Wire density map:
Scale: 2 px per µm. 29 x 29 tiles, from dark purple (low) to yellow (high), scaled to the fullest tile. Values are wire area over tile area, all layers added.
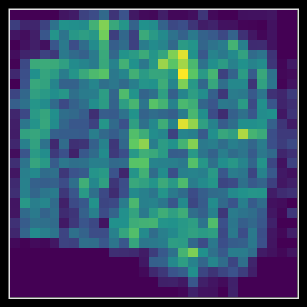
Floorplan with the power grid:
Scale: 3 px per µm. Pins as bars on the die edge.
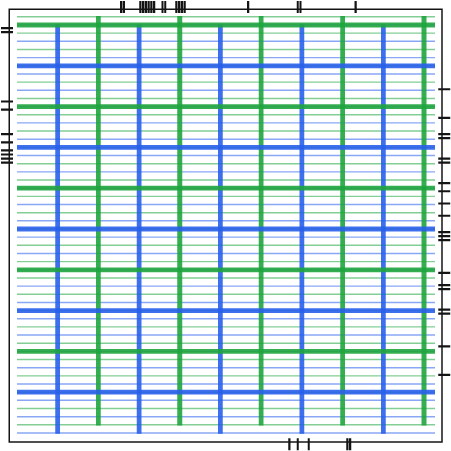
Placed standard cells:
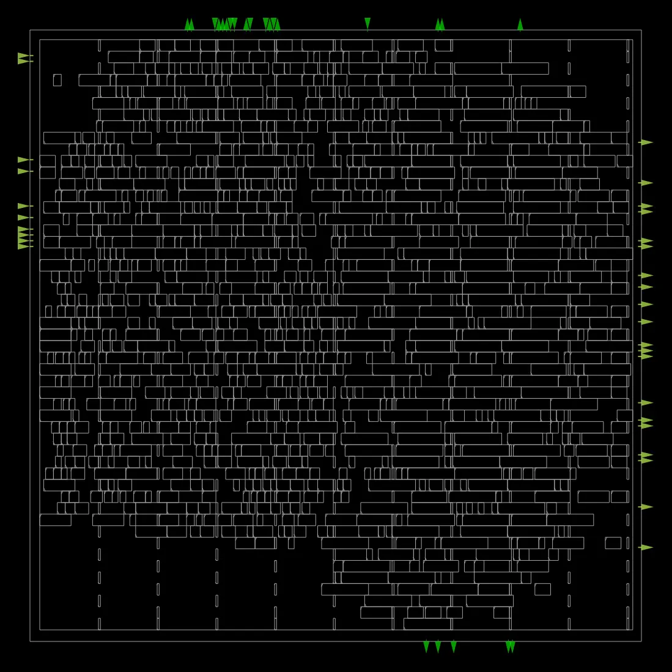
Drive-strength map:
Scale: 2 px per µm.
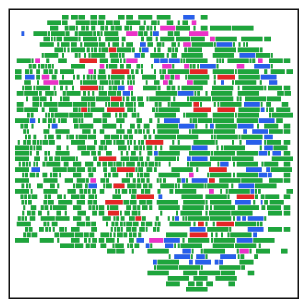
<file path="src/rtl/tdc_interval_assembler.sv">
// -----------------------------------------------------------------------------
// tdc_interval_assembler
//
// Consumes the {code, wrena} write streams of a head and a tail fine counter,
// counts coarse clock cycles between the two strobes and merges coarse and fine
// parts into one signed interval in fine-tick units. Each result is pushed,
// together with status flags, into a small FIFO that the readout logic drains
// with a valid/ready handshake.
//
// Ports:
//   clk         system clock, everything on the rising edge
//   rst         synchronous active-high reset
//   head_code   fine code from the head counter, valid with head_wrena
//   head_wrena  head counter write strobe
//   tail_code   fine code from the tail counter, valid with tail_wrena
//   tail_wrena  tail counter write strobe
//   out_data    signed interval of the FIFO head entry (0 when empty)
//   out_flags   {overflow, range_err, restart} of the FIFO head entry
//   out_valid   FIFO holds at least one record
//   out_ready   consumer accepts the head entry when out_valid is high
//   drop_cnt    saturating count of records lost to a full FIFO
// -----------------------------------------------------------------------------
module tdc_interval_assembler #(
  parameter int CODE_W          = 6,
  parameter int COARSE_W        = 16,
  parameter int FINE_PER_COARSE = 40,
  parameter int FIFO_DEPTH      = 4
) (
  input  logic                         clk,
  input  logic                         rst,
  input  logic [CODE_W-1:0]            head_code,
  input  logic                         head_wrena,
  input  logic [CODE_W-1:0]            tail_code,
  input  logic                         tail_wrena,
  output logic [COARSE_W+CODE_W+1:0]   out_data,
  output logic [2:0]                   out_flags,
  output logic                         out_valid,
  input  logic                         out_ready,
  output logic [7:0]                   drop_cnt
);

  localparam int RES_W = COARSE_W + CODE_W + 2;
  localparam int ENT_W = RES_W + 3;
  localparam int PTR_W = $clog2(FIFO_DEPTH);
  localparam int CNT_W = PTR_W + 1;

  // Last coarse value before the counter would saturate; reaching it ends
  // the measurement with an overflow record.
  localparam logic [COARSE_W-1:0] COARSE_TIMEOUT = {{(COARSE_W-1){1'b1}}, 1'b0};
  localparam logic [CODE_W:0]     FPC_CODE       = (CODE_W+1)'(FINE_PER_COARSE);
  localparam logic [CNT_W-1:0]    FIFO_FULL      = CNT_W'(FIFO_DEPTH);

  typedef enum logic [1:0] {
    ST_IDLE      = 2'd0,
    ST_WAIT_TAIL = 2'd1,
    ST_COMPUTE   = 2'd2
  } state_t;

  // Interval = coarse * FINE_PER_COARSE + (tail + 1) - head. The tail counter
  // reports n-1, hence the +1. The product cannot overflow RES_W because the
  // multiplier is below 2^CODE_W.
  function automatic logic [RES_W-1:0] calc_interval(
    input logic [COARSE_W-1:0] lat,
    input logic [CODE_W-1:0]   hc,
    input logic [CODE_W-1:0]   tc
  );
    logic [RES_W-1:0] prod;
    prod = RES_W'(lat) * RES_W'(FINE_PER_COARSE);
    return prod + RES_W'(tc) + RES_W'(1'b1) - RES_W'(hc);
  endfunction

  // Code outside the valid fine range 0..FINE_PER_COARSE-1.
  function automatic logic code_out_of_range(input logic [CODE_W-1:0] code);
    return ({1'b0, code} >= FPC_CODE);
  endfunction

  // ---------------------------------------------------------------------------
  // Measurement FSM
  // ---------------------------------------------------------------------------
  state_t                state_r, state_s;
  logic [COARSE_W-1:0]   coarse_r, coarse_s;
  logic [COARSE_W-1:0]   coarse_lat_r, coarse_lat_s;
  logic [CODE_W-1:0]     head_code_r, head_code_s;
  logic [CODE_W-1:0]     tail_code_r, tail_code_s;
  logic                  restart_r, restart_s;
  logic                  push_s;
  logic [RES_W-1:0]      push_data_s;
  logic [2:0]            push_flags_s;

  // FSM and measurement registers.
  always_ff @(posedge clk) begin
    if (rst) begin
      state_r      <= ST_IDLE;
      coarse_r     <= '0;
      coarse_lat_r <= '0;
      head_code_r  <= '0;
      tail_code_r  <= '0;
      restart_r    <= 1'b0;
    end else begin
      state_r      <= state_s;
      coarse_r     <= coarse_s;
      coarse_lat_r <= coarse_lat_s;
      head_code_r  <= head_code_s;
      tail_code_r  <= tail_code_s;
      restart_r    <= restart_s;
    end
  end

  // Next-state logic and record generation.
  always_comb begin
    state_s      = state_r;
    coarse_s     = coarse_r;
    coarse_lat_s = coarse_lat_r;
    head_code_s  = head_code_r;
    tail_code_s  = tail_code_r;
    restart_s    = restart_r;
    push_s       = 1'b0;
    push_data_s  = '0;
    push_flags_s = 3'b000;

    case (state_r)
      ST_IDLE: begin
        // A tail strobe here has no matching head and is ignored.
        if (head_wrena) begin
          head_code_s = head_code;
          coarse_s    = '0;
          state_s     = ST_WAIT_TAIL;
        end else begin
          state_s = ST_IDLE;
        end
      end

      ST_WAIT_TAIL: begin
        coarse_s = coarse_r + COARSE_W'(1'b1);
        if (tail_wrena) begin
          // Tail wins over a simultaneous head strobe.
          tail_code_s  = tail_code;
          coarse_lat_s = coarse_r + COARSE_W'(1'b1);
          state_s      = ST_COMPUTE;
        end else if (head_wrena) begin
          head_code_s = head_code;
          coarse_s    = '0;
          restart_s   = 1'b1;
          state_s     = ST_WAIT_TAIL;
        end else if (coarse_r == COARSE_TIMEOUT) begin
          push_s       = 1'b1;
          push_data_s  = '1;
          push_flags_s = {1'b1, 1'b0, restart_r};
          restart_s    = 1'b0;
          state_s      = ST_IDLE;
        end else begin
          state_s = ST_WAIT_TAIL;
        end
      end

      ST_COMPUTE: begin
        // Strobes in this cycle are ignored.
        push_s       = 1'b1;
        push_data_s  = calc_interval(coarse_lat_r, head_code_r, tail_code_r);
        push_flags_s = {1'b0,
                        code_out_of_range(head_code_r) | code_out_of_range(tail_code_r),
                        restart_r};
        restart_s    = 1'b0;
        state_s      = ST_IDLE;
      end

      default: begin
        state_s = ST_IDLE;
      end
    endcase
  end

  // ---------------------------------------------------------------------------
  // Output FIFO
  // ---------------------------------------------------------------------------
  logic [ENT_W-1:0]  mem_r [FIFO_DEPTH];
  logic [PTR_W-1:0]  wr_ptr_r, wr_ptr_s;
  logic [PTR_W-1:0]  rd_ptr_r, rd_ptr_s;
  logic [CNT_W-1:0]  count_r, count_s;
  logic [7:0]        drop_cnt_r;
  logic              pop_s;
  logic              full_s;
  logic              accept_s;
  logic              drop_s;
  logic [ENT_W-1:0]  push_ent_s;
  logic [ENT_W-1:0]  head_ent_s;

  // FIFO pointer/occupancy update and next head entry.
  always_comb begin
    push_ent_s = {push_flags_s, push_data_s};
    pop_s      = (count_r != '0) && out_ready;
    full_s     = (count_r == FIFO_FULL);
    // A pop in the same cycle frees the slot, so a full FIFO still accepts.
    accept_s   = push_s && (!full_s || pop_s);
    drop_s     = push_s && full_s && !pop_s;

    if (pop_s) begin
      rd_ptr_s = rd_ptr_r + PTR_W'(1'b1);
    end else begin
      rd_ptr_s = rd_ptr_r;
    end

    if (accept_s) begin
      wr_ptr_s = wr_ptr_r + PTR_W'(1'b1);
    end else begin
      wr_ptr_s = wr_ptr_r;
    end

    case ({accept_s, pop_s})
      2'b10:   count_s = count_r + CNT_W'(1'b1);
      2'b01:   count_s = count_r - CNT_W'(1'b1);
      default: count_s = count_r;
    endcase

    // The new head is the record being written when it lands in the slot
    // the read pointer moves to; otherwise it is already in storage.
    if (count_s == '0) begin
      head_ent_s = '0;
    end else if (accept_s && (rd_ptr_s == wr_ptr_r)) begin
      head_ent_s = push_ent_s;
    end else begin
      head_ent_s = mem_r[rd_ptr_s];
    end
  end

  // FIFO storage, pointers, drop counter and registered head outputs.
  always_ff @(posedge clk) begin
    if (rst) begin
      for (int i = 0; i < FIFO_DEPTH; i++) begin
        mem_r[i] <= '0;
      end
      wr_ptr_r   <= '0;
      rd_ptr_r   <= '0;
      count_r    <= '0;
      drop_cnt_r <= 8'd0;
      out_valid  <= 1'b0;
      out_data   <= '0;
      out_flags  <= 3'b000;
    end else begin
      if (accept_s) begin
        mem_r[wr_ptr_r] <= push_ent_s;
      end
      wr_ptr_r <= wr_ptr_s;
      rd_ptr_r <= rd_ptr_s;
      count_r  <= count_s;
      if (drop_s && (drop_cnt_r != 8'hFF)) begin
        drop_cnt_r <= drop_cnt_r + 8'd1;
      end
      out_valid <= (count_s != '0);
      out_data  <= head_ent_s[RES_W-1:0];
      out_flags <= head_ent_s[ENT_W-1:RES_W];
    end
  end

  assign drop_cnt = drop_cnt_r;

endmodule

</file>
<file path="config.mk">
export PLATFORM = sky130hd
export DESIGN_NAME = tdc_interval_assembler
export DESIGN_NICKNAME = d
export VERILOG_FILES = /design/src/rtl/tdc_interval_assembler.sv
export SDC_FILE = /design/constraint.sdc
export NUM_CORES = 1
export LEC_CHECK = 0
export CORE_MARGIN = 2
export CORE_UTILIZATION = 55
export DETAILED_ROUTE_END_ITERATION = 10
export PLACE_DENSITY = 0.74
export REMOVE_ABC_BUFFERS = 1
export SETUP_SLACK_MARGIN = 0.15
export SLEW_MARGIN = 20
export SYNTH_ARGS = -nofsm -noshare
export SYNTH_HDL_FRONTEND = slang
export SYNTH_SLANG_ARGS = --single-unit
</file>
<file path="constraint.sdc">
create_clock -name clk -period 6.8 [get_ports clk]
set_input_delay 1.36 -clock clk [delete_from_list [all_inputs] [get_ports clk]]
set_output_delay 1.36 -clock clk [all_outputs]
set_load 0.1 [all_outputs]
</file>
==> Slide: Implementation Results <==
Physical Implementation Snapshot

Finish
  – Clk cell area share: 4.72%
  – Sequential cell area: 0.00504 mm²
  – Largest Register: mem_r
  – Biggest Area Class: multi-input combinational cells
  – Util after Layout: 62.1%
  – Non-clk bufs: roughly 64
  – Final #Nets: about 1200
  – NonClk Buf Share: roughly 5.0%
  – Logic share of the area: 43.3%

Critical path
  – FF-to-FF End: out_data[22]
  – Worst Path Class, Setup: reg -> reg
  – Max incr delay on CP: 0.41 ns
  – Cell mode on critical path: a21o_1
  – CP Launch Type: flop
  – Critical path endpoint category: flop
  – CP Launch Point: coarse_lat_r[3]

Route
  – DR iter-0 viols: 424
  – Via density: 5.53
  – DR WL met3: around 830 µm

Placed design
  – Cell area after placement: 0.0114 mm²
  – Gpl congestion: 0.829
  – Post-Place Cells: 1315

Run
  – Tool warning count: 30

Power
  – P_clk: 0.967 mW
  – Comb power frac: a little under two fifths
  – Internal Power: approximately 2.3 mW
  – Seq group: 1.39 mW

Die
  – Initial Util: 55.5%

Final timing
  – Final WS setup: ~1.8 ns
  – Max_slew headroom: 32.4%
  – Fmax: 199 MHz
  – RSZ-0062 raised after global routing: no
  – Setup TNS: 0 ns
  – Hold Fails Final Rpt: 0

Synthesis
  – Synthesis warning total: 0
  – Mapped cell area: approximately 0.011 mm²
  – Avg Inst Size Synth: 10.4 µm²
  – Top cell area share: 30.2%
  – Leading area contributor after synthesis: edfxtp_1
  – Complex Gates by Area: a little over an eighth
  – Post-Syn Instances: 1034
  – FFs w/ async S/R, synth: 0%
  – Multiplexer share: 6.70%

Clocking
  – Latency at later pin: 0.44 ns
  – Clock root cell: clkbuf_16
  – Sink Count: 198

Worst hold path
  – Hold endpoint: tail_code_r[1]
  – HP Class: reg -> reg
  – WHS Path Cells: 2

Global route
  – Vias in the first global route: about 7000
  – Largest net degree at the start of global routing: 61
  – Initial antenna violation count: 0
  – First-pass GRT wire length: about 35 mm

Status
  – Status: finished, final reports clean
-- 'wire density map' (at the start) --
- nearly empty tiles: 14%
- mean over tiles: 0.16
- fullest tile: 0.52
- tiles over half the peak: 21%
- emptiest ninth of the die: lower left
routed len/inst: 15.9 µm
overall routing resource usage: 21.7%
Post-Route WL: 21.4 mm
Vias: 7447

-- 'floorplan with the power grid' (at the start) --
- VSS: blue
- VDD: green
- met1 rails: 52
- met5 straps: 10
- met4 straps: 10
- signal pins: 53
- rows: 51
die width: 144 µm
Max VDD drop: 0.190 mV
Placeable Area: 0.0193 mm²
Die Y: 144 µm

-- 'placed standard cells' (at the start) --
Filler cells: 1571
flop share of the area: 42.0%

-- 'drive-strength map' (at the start) --
- drive 1 or less: green (cells 955)
- drive 6 and up: red (cells 26)
- drive 3 to 4: magenta (cells 26)
- drive 2: blue (cells 75)

Power and IR drop assume default switching activity.
